[src/rtl/lcd_pkg.sv]
// Shared types and default timing for the HD44780 4-bit nibble driver.
// Defaults are tuned for a 50 MHz system clock.
package lcd_pkg;

   localparam int LCD_T_SETUP            = 2;
   localparam int LCD_T_E_HIGH           = 25;
   localparam int LCD_T_E_LOW            = 25;
   localparam int LCD_BUSY_TIMEOUT_POLLS = 4096;

   typedef enum logic [3:0] {
      IDLE,
      W_SETUP,
      W_EHIGH,
      W_ELOW,
      R_SETUP,
      R1_EHIGH,
      R1_ELOW,
      R2_EHIGH,
      R2_ELOW,
      DONE
   } lcd_drv_state_t;

   // Counter width that can hold maxVal-1, never narrower than one bit.
   function automatic int cntWidth(input int maxVal);
      return (maxVal > 1) ? $clog2(maxVal) : 1;
   endfunction

endpackage

[src/rtl/lcd_nibble_driver.sv]
// Writes one nibble to an HD44780 in 4-bit mode with E strobe timing,
// optionally polling the busy flag before signalling completion.
module lcd_nibble_driver
   import lcd_pkg::*;
#(
   parameter int T_SETUP            = LCD_T_SETUP,
   parameter int T_E_HIGH           = LCD_T_E_HIGH,
   parameter int T_E_LOW            = LCD_T_E_LOW,
   parameter int BUSY_TIMEOUT_POLLS = LCD_BUSY_TIMEOUT_POLLS
) (
   input  logic       CLK,
   input  logic       RESET_N,
   input  logic       sendCommand,
   input  logic [3:0] commandToSend,
   input  logic       commandToSendRs,
   input  logic       read_busy,
   output logic       commandDone,
   output logic       busyTimeout,
   output logic       LCD_E,
   output logic       LCD_RS,
   output logic       LCD_RW,
   output logic [3:0] LCD_DB_OUT,
   output logic       LCD_DB_OE,
   input  logic [3:0] LCD_DB_IN
);

   localparam int MAX_HL = (T_E_HIGH > T_E_LOW) ? T_E_HIGH : T_E_LOW;
   localparam int MAX_T  = (T_SETUP > MAX_HL) ? T_SETUP : MAX_HL;
   localparam int TW     = cntWidth(MAX_T);
   localparam int PW     = cntWidth(BUSY_TIMEOUT_POLLS + 1);

   localparam logic [TW-1:0] LD_SETUP  = TW'(T_SETUP - 1);
   localparam logic [TW-1:0] LD_EHIGH  = TW'(T_E_HIGH - 1);
   localparam logic [TW-1:0] LD_ELOW   = TW'(T_E_LOW - 1);
   localparam logic [PW-1:0] POLL_LIM  = PW'(BUSY_TIMEOUT_POLLS);

   lcd_drv_state_t  state_q, state_d;
   logic [TW-1:0]   timer_q, timer_d;
   logic [PW-1:0]   pollCnt_q, pollCnt_d;
   logic [3:0]      nibble_q, nibble_d;
   logic            rs_q, rs_d;
   logic            readBusy_q, readBusy_d;
   logic            bf_q, bf_d;
   logic            timeout_q, timeout_d;
   logic            done_q, done_d;
   logic            e_q, e_d;
   logic            lcdRs_q, lcdRs_d;
   logic            rw_q, rw_d;
   logic [3:0]      dbOut_q, dbOut_d;
   logic            oe_q, oe_d;

   logic            timerDone;
   logic [PW-1:0]   pollNext;
   logic            unusedDbIn;

   assign timerDone  = (timer_q == '0);
   assign pollNext   = pollCnt_q + PW'(1);
   assign unusedDbIn = ^LCD_DB_IN[2:0];

   // Every timed state reloads the single down-counter on entry and leaves when it reaches zero.
   always_comb begin
      state_d    = state_q;
      timer_d    = timer_q;
      pollCnt_d  = pollCnt_q;
      nibble_d   = nibble_q;
      rs_d       = rs_q;
      readBusy_d = readBusy_q;
      bf_d       = bf_q;
      timeout_d  = timeout_q;

      if (!timerDone) begin
         timer_d = timer_q - TW'(1);
      end

      case (state_q)
         IDLE: begin
            if (sendCommand) begin
               nibble_d   = commandToSend;
               rs_d       = commandToSendRs;
               readBusy_d = read_busy;
               state_d    = W_SETUP;
               timer_d    = LD_SETUP;
            end
         end
         W_SETUP: begin
            if (timerDone) begin
               state_d = W_EHIGH;
               timer_d = LD_EHIGH;
            end
         end
         W_EHIGH: begin
            if (timerDone) begin
               state_d = W_ELOW;
               timer_d = LD_ELOW;
            end
         end
         W_ELOW: begin
            if (timerDone) begin
               if (readBusy_q) begin
                  state_d = R_SETUP;
                  timer_d = LD_SETUP;
               end else begin
                  state_d = DONE;
                  timer_d = '0;
               end
            end
         end
         R_SETUP: begin
            if (timerDone) begin
               state_d = R1_EHIGH;
               timer_d = LD_EHIGH;
            end
         end
         R1_EHIGH: begin
            if (timerDone) begin
               bf_d    = LCD_DB_IN[3];
               state_d = R1_ELOW;
               timer_d = LD_ELOW;
            end
         end
         R1_ELOW: begin
            if (timerDone) begin
               state_d = R2_EHIGH;
               timer_d = LD_EHIGH;
            end
         end
         R2_EHIGH: begin
            if (timerDone) begin
               state_d = R2_ELOW;
               timer_d = LD_ELOW;
            end
         end
         R2_ELOW: begin
            if (timerDone) begin
               pollCnt_d = pollNext;
               if (bf_q && (pollNext < POLL_LIM)) begin
                  state_d = R1_EHIGH;
                  timer_d = LD_EHIGH;
               end else begin
                  if (bf_q) begin
                     timeout_d = 1'b1;
                  end
                  state_d = DONE;
                  timer_d = '0;
               end
            end
         end
         DONE: begin
            pollCnt_d = '0;
            state_d   = IDLE;
            timer_d   = '0;
         end
         default: begin
            state_d = IDLE;
            timer_d = '0;
         end
      endcase
   end

   // Pin values are decoded from the next state so the registered outputs line up with the state register.
   always_comb begin
      done_d  = 1'b0;
      e_d     = 1'b0;
      lcdRs_d = 1'b0;
      rw_d    = 1'b0;
      dbOut_d = '0;
      oe_d    = 1'b0;

      case (state_d)
         W_SETUP, W_ELOW: begin
            lcdRs_d = rs_d;
            dbOut_d = nibble_d;
            oe_d    = 1'b1;
         end
         W_EHIGH: begin
            lcdRs_d = rs_d;
            dbOut_d = nibble_d;
            oe_d    = 1'b1;
            e_d     = 1'b1;
         end
         R_SETUP, R1_ELOW, R2_ELOW: begin
            rw_d = 1'b1;
         end
         R1_EHIGH, R2_EHIGH: begin
            rw_d = 1'b1;
            e_d  = 1'b1;
         end
         DONE: begin
            done_d = 1'b1;
         end
         default: begin
            done_d = 1'b0;
         end
      endcase
   end

   always_ff @(posedge CLK or negedge RESET_N) begin
      if (!RESET_N) begin
         state_q    <= IDLE;
         timer_q    <= '0;
         pollCnt_q  <= '0;
         nibble_q   <= '0;
         rs_q       <= 1'b0;
         readBusy_q <= 1'b0;
         bf_q       <= 1'b0;
         timeout_q  <= 1'b0;
         done_q     <= 1'b0;
         e_q        <= 1'b0;
         lcdRs_q    <= 1'b0;
         rw_q       <= 1'b0;
         dbOut_q    <= '0;
         oe_q       <= 1'b0;
      end else begin
         state_q    <= state_d;
         timer_q    <= timer_d;
         pollCnt_q  <= pollCnt_d;
         nibble_q   <= nibble_d;
         rs_q       <= rs_d;
         readBusy_q <= readBusy_d;
         bf_q       <= bf_d;
         timeout_q  <= timeout_d;
         done_q     <= done_d;
         e_q        <= e_d;
         lcdRs_q    <= lcdRs_d;
         rw_q       <= rw_d;
         dbOut_q    <= dbOut_d;
         oe_q       <= oe_d;
      end
   end

   assign commandDone = done_q;
   assign busyTimeout = timeout_q;
   assign LCD_E       = e_q;
   assign LCD_RS      = lcdRs_q;
   assign LCD_RW      = rw_q;
   assign LCD_DB_OUT  = dbOut_q;
   assign LCD_DB_OE   = oe_q;

endmodule

[config.mk]
export PLATFORM = sky130hd
export DESIGN_NAME = lcd_nibble_driver
export DESIGN_NICKNAME = d
export VERILOG_FILES = /design/src/rtl/lcd_pkg.sv /design/src/rtl/lcd_nibble_driver.sv
export SDC_FILE = /design/constraint.sdc
export NUM_CORES = 1
export LEC_CHECK = 0
export CAP_MARGIN = 20
export CORE_MARGIN = 4
export CORE_UTILIZATION = 40
export CTS_BUF_LIST = sky130_fd_sc_hd__clkbuf_2
export CTS_CLUSTER_DIAMETER = 80
export DETAILED_ROUTE_END_ITERATION = 10
export HOLD_SLACK_MARGIN = 0.12
export PLACE_DENSITY_LB_ADDON = 0.08
export SLEW_MARGIN = 0
export SYNTH_ARGS = -nofsm -noshare
export SYNTH_HDL_FRONTEND = slang
export SYNTH_SLANG_ARGS = --single-unit
[constraint.sdc]
create_clock -name CLK -period 1.85 [get_ports CLK]
set_input_delay 0.2775 -clock CLK [delete_from_list [all_inputs] [get_ports CLK]]
set_output_delay 0.2775 -clock CLK [all_outputs]
set_load 0.01 [all_outputs]
### PDN straps and rails

Scale bar: 20 um. Pins as bars on the die edge.
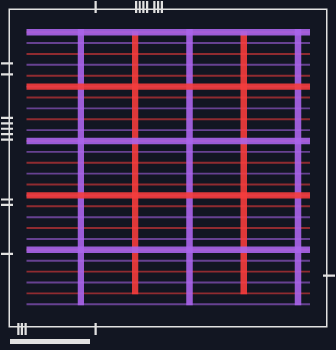
VDD: shown in red. VSS: shown in purple.
5 straps on met5. 23 signal pins sit on the boundary. 5 straps on met4. The core has 25 rows.
worst vdd ir: 0.0007771 V
die width: 78.99 um

### Placement by cell class

Fill, decap, tap and diode cells in grey.
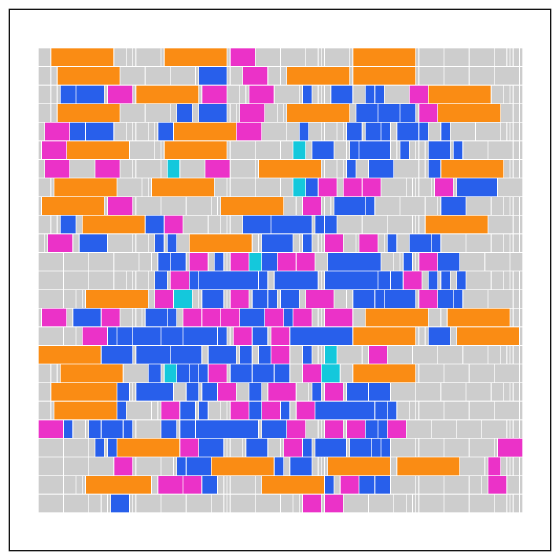
remaining buffers and delay cells: shown in magenta, cells 73. sequential cells: shown in orange, cells 39. combinational and other logic: shown in blue, cells 149. clock drivers and dummy loads: shown in cyan, cells 8.

### Clock network drawn from the DEF

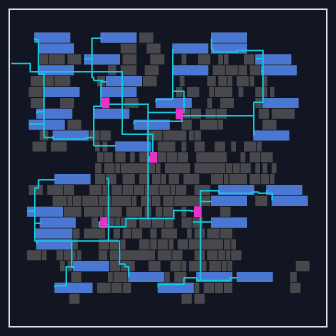
flip-flops: shown in blue, count 39. clock wires: shown in cyan, length 498 um. clock drivers: shown in magenta, count 5.
Position of the flops: all over the die. There are 6 routed clock nets.
clock share of power: 11.6%
Clk power: 0.000391 W
worst setup skew after layout: 0.01071 ns
clock latency at the later pin of the worst-skew pair: 0.40 ns

### Signal wires by layer

Scale bar: 20 um. Two of the layers only.
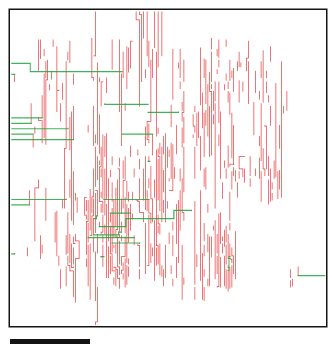
metal 2: shown in red, wire length 2,480 um. metal 3: shown in green, wire length 205 um.

==> impl_table.tex <==
% Yosys + OpenROAD metrics
\begin{tabular}{lr}
\hline
Metric & Value \\
\hline
\multicolumn{2}{l}{\textbf{Status}} \\
Status & finished with violations \\
Violations in the final reports & negative setup slack \\
\multicolumn{2}{l}{\textbf{Detailed routing}} \\
Routed wirelength normalized by instance count & 14.17 um \\
Iteration tally of the first detailed-router pass & 4 \\
Count of unresolved DRC violations after routing & 0 \\
Wire length after detailed routing & approximately 4800 um \\
Vias post-DR & 1,718 \\
Drt via density & 5.113 \\
\multicolumn{2}{l}{\textbf{Worst setup path}} \\
Worst reg2reg endpoint & timer\_q[0]\$\_DFF\_PN0\_ \\
Crit start category & flip-flop \\
Setup CP Type & reg -> reg \\
Number of cells on the worst reg-to-reg path & 9 \\
Kind of cell adding the most delay to the critical path & buffers and inverters \\
Largest fanout on the critical path & 5 \\
Slowest cell on the critical path & sky130\_fd\_sc\_hd\_\_dfrtp\_1 \\
Delay of the slowest cell on the worst path & 0.44 ns \\
Critical Path, Cell by Cell & inv\_2, ha\_4, nor4b\_4, inv\_2, buf\_4, buf\_6, ha\_4, nand2b\_1, a221o\_1 \\
Worst setup path endpoint & timer\_q[0]\$\_DFF\_PN0\_ \\
Arrival @ worst endpoint & 2.26 ns \\
Reg2reg start & timer\_q[0]\$\_DFF\_PN0\_ \\
\multicolumn{2}{l}{\textbf{CTS}} \\
Resized Gates After CTS & 15 \\
H-tree levels & 2 \\
Maximum count of clock buffers along a single path & 2 \\
Number of buffers created by CTS & 5 \\
Number of buffers inserted by post-CTS setup repair & 8 \\
Hold-fix buffers, CTS & 1 \\
Reg clk slew, reported paths & around 0.21 ns \\
\multicolumn{2}{l}{\textbf{Synthesis}} \\
AND-OR/OR-AND share of the synthesized area & between 10\% and 20\% \\
Distinct lib cells & around 48 \\
Area fraction in mux cells & 4.904\% \\
\#FFs+latches synth & 39 \\
Proportion of synthesized chip area in sequential cells & 48.42\% \\
Dominant flop cell & sky130\_fd\_sc\_hd\_\_dfrtp\_1 \\
Synth warn & 0 \\
Number of cells produced by synthesis & 195 \\
Proportion of register bits with asynchronous set or reset after synthesis & 100.0\% \\
Synthesized-area fraction occupied by adder cells & 2.483\% \\
Yosys-reported design area after synthesis & 2016 sq um \\
\multicolumn{2}{l}{\textbf{Final layout}} \\
Clock buffers and inverters, area share & about 1.6\% \\
Share of the final layout cell area in sequential cells & 34.71\% \\
Logic area & 1070 sq um \\
Final net count & roughly 290 \\
Clock buffers & 5 \\
Multi-input gate share of total cell area & a little under two fifths \\
Non-filler instance count after layout & 336 \\
Most frequent cells in the layout & 50 x sky130\_fd\_sc\_hd\_\_buf\_4, 37 x sky130\_fd\_sc\_hd\_\_dfrtp\_1, 25 x sky130\_fd\_sc\_hd\_\_nor2\_1 \\
Inverters excl. clock & 10 \\
Number of non-clock buffers & 73 \\
\multicolumn{2}{l}{\textbf{Power and ir drop}} \\
Relative contribution of combinational cells to total power & 50.4\% \\
Top contributor to total power & combinational logic \\
PD cells & 1192 nW/um\^{}2 \\
Leakage & 1.240 nW \\
Combinational power & 0.00169 W \\
Switching share of power & 37.58\% \\
\multicolumn{2}{l}{\textbf{Final timing}} \\
Setup TNS Final & -0.2157 ns \\
Period minus WS final & 1.942 ns \\
Final count of negative-setup-slack endpoints & 6 \\
Number of hold-slack violations in the final timing report & 0 \\
Final worst path period share & 105.0\% \\
Headroom to the max-slew limit & about 67\% \\
Worst Setup Slack, final & -0.09163 ns \\
Worst slack on hold paths & 0.4097 ns \\
\multicolumn{2}{l}{\textbf{Global route}} \\
Pin count of the biggest net entering global routing & around 40 \\
\multicolumn{2}{l}{\textbf{Die}} \\
Well Taps & 67 \\
Placement row count & 25 \\
\multicolumn{2}{l}{\textbf{Flow run}} \\
Number of logged tool warnings & 32 \\
\multicolumn{2}{l}{\textbf{Place}} \\
Total cell area at the placement stage & 2541 sq um \\
Number of buffer cells added on primary ports & 19 \\
Dpl hpwl & 3352 um \\
\hline
\end{tabular}
## Yosys cell counts (2+ instances only)
| library cell | number | area, sq um |
|---|---|---|
| sky130_fd_sc_hd__ha_1 | 4 | 50.05 |
| sky130_fd_sc_hd__xnor2_1 | 6 | 52.55 |
| sky130_fd_sc_hd__a31oi_1 | 2 | 12.51 |
| sky130_fd_sc_hd__nand4_1 | 5 | 31.28 |
| sky130_fd_sc_hd__a21oi_1 | 5 | 25.02 |
| sky130_fd_sc_hd__dfrtp_1 | 39 | 975.9 |
| sky130_fd_sc_hd__or3_1 | 3 | 18.77 |
| sky130_fd_sc_hd__and2_1 | 5 | 31.28 |
| sky130_fd_sc_hd__nor2b_1 | 2 | 12.51 |
| sky130_fd_sc_hd__o311ai_0 | 2 | 17.52 |
| sky130_fd_sc_hd__nor2_1 | 26 | 97.59 |
| sky130_fd_sc_hd__xor2_1 | 8 | 70.07 |
| sky130_fd_sc_hd__o21ai_0 | 10 | 50.05 |
| sky130_fd_sc_hd__mux2_2 | 7 | 78.83 |
| sky130_fd_sc_hd__nor4b_4 | 2 | 47.55 |
| sky130_fd_sc_hd__nand2_1 | 17 | 63.81 |
| sky130_fd_sc_hd__nor3_1 | 2 | 10.01 |
| sky130_fd_sc_hd__inv_1 | 9 | 33.78 |
| sky130_fd_sc_hd__nand3_1 | 3 | 15.01 |
| sky130_fd_sc_hd__mux2i_1 | 2 | 20.02 |
| sky130_fd_sc_hd__nor4_1 | 3 | 18.77 |
| sky130_fd_sc_hd__nor4_4 | 2 | 42.54 |
| sky130_fd_sc_hd__buf_2 | 2 | 10.01 |
| sky130_fd_sc_hd__a311oi_1 | 2 | 17.52 |
| sky130_fd_sc_hd__clkbuf_1 | 4 | 15.01 |
## routing by layer
metal	vias to the layer above	wire length, um	track usage, %
li1	831	-	-
met1	845	2015	19.93
met2	34	2481	29.29
met3	8	204	4.535
met4	0	58	4.124
met5	-	0	0
## worst reg2reg max path, stage by stage (launching register included)
cell and delay [ns]:
sky130_fd_sc_hd__dfrtp_1 0.44, sky130_fd_sc_hd__inv_2 0.08, sky130_fd_sc_hd__ha_4 0.13, sky130_fd_sc_hd__nor4b_4 0.25, sky130_fd_sc_hd__inv_2 0.11, sky130_fd_sc_hd__buf_4 0.15
sky130_fd_sc_hd__buf_6 0.11, sky130_fd_sc_hd__ha_4 0.25, sky130_fd_sc_hd__nand2b_1 0.05, sky130_fd_sc_hd__a221o_1 0.29
## how the worst min path moves through the flow
| stage | end | start | cells past startpoint | slack (ns) |
|---|---|---|---|---|
| final | timer_q[0]$_DFF_PN0_ | RESET_N | 3 | 0.41 |
| after global routing | pollCnt_q[3]$_DFFE_PN0P_ | RESET_N | 3 | 0.42 |
| after detailed placement | timer_q[4]$_DFF_PN0_ | RESET_N | 2 | 0.37 |
| after floorplan | LCD_DB_OE$_DFF_PN0_ | RESET_N | 0 | -0.02 |
| after CTS | pollCnt_q[3]$_DFFE_PN0P_ | RESET_N | 3 | 0.43 |
| after global placement | timer_q[2]$_DFF_PN0_ | RESET_N | 2 | 0.36 |
## state kept, by name, indices dropped and copies added (netlist names), 4 cells and up
name and cells:
LCD_DB_OUT 4, nibble_q 4, state_q 4, pollCnt_q 13
timer_q 5
Power is estimated from default activity; no workload was simulated.
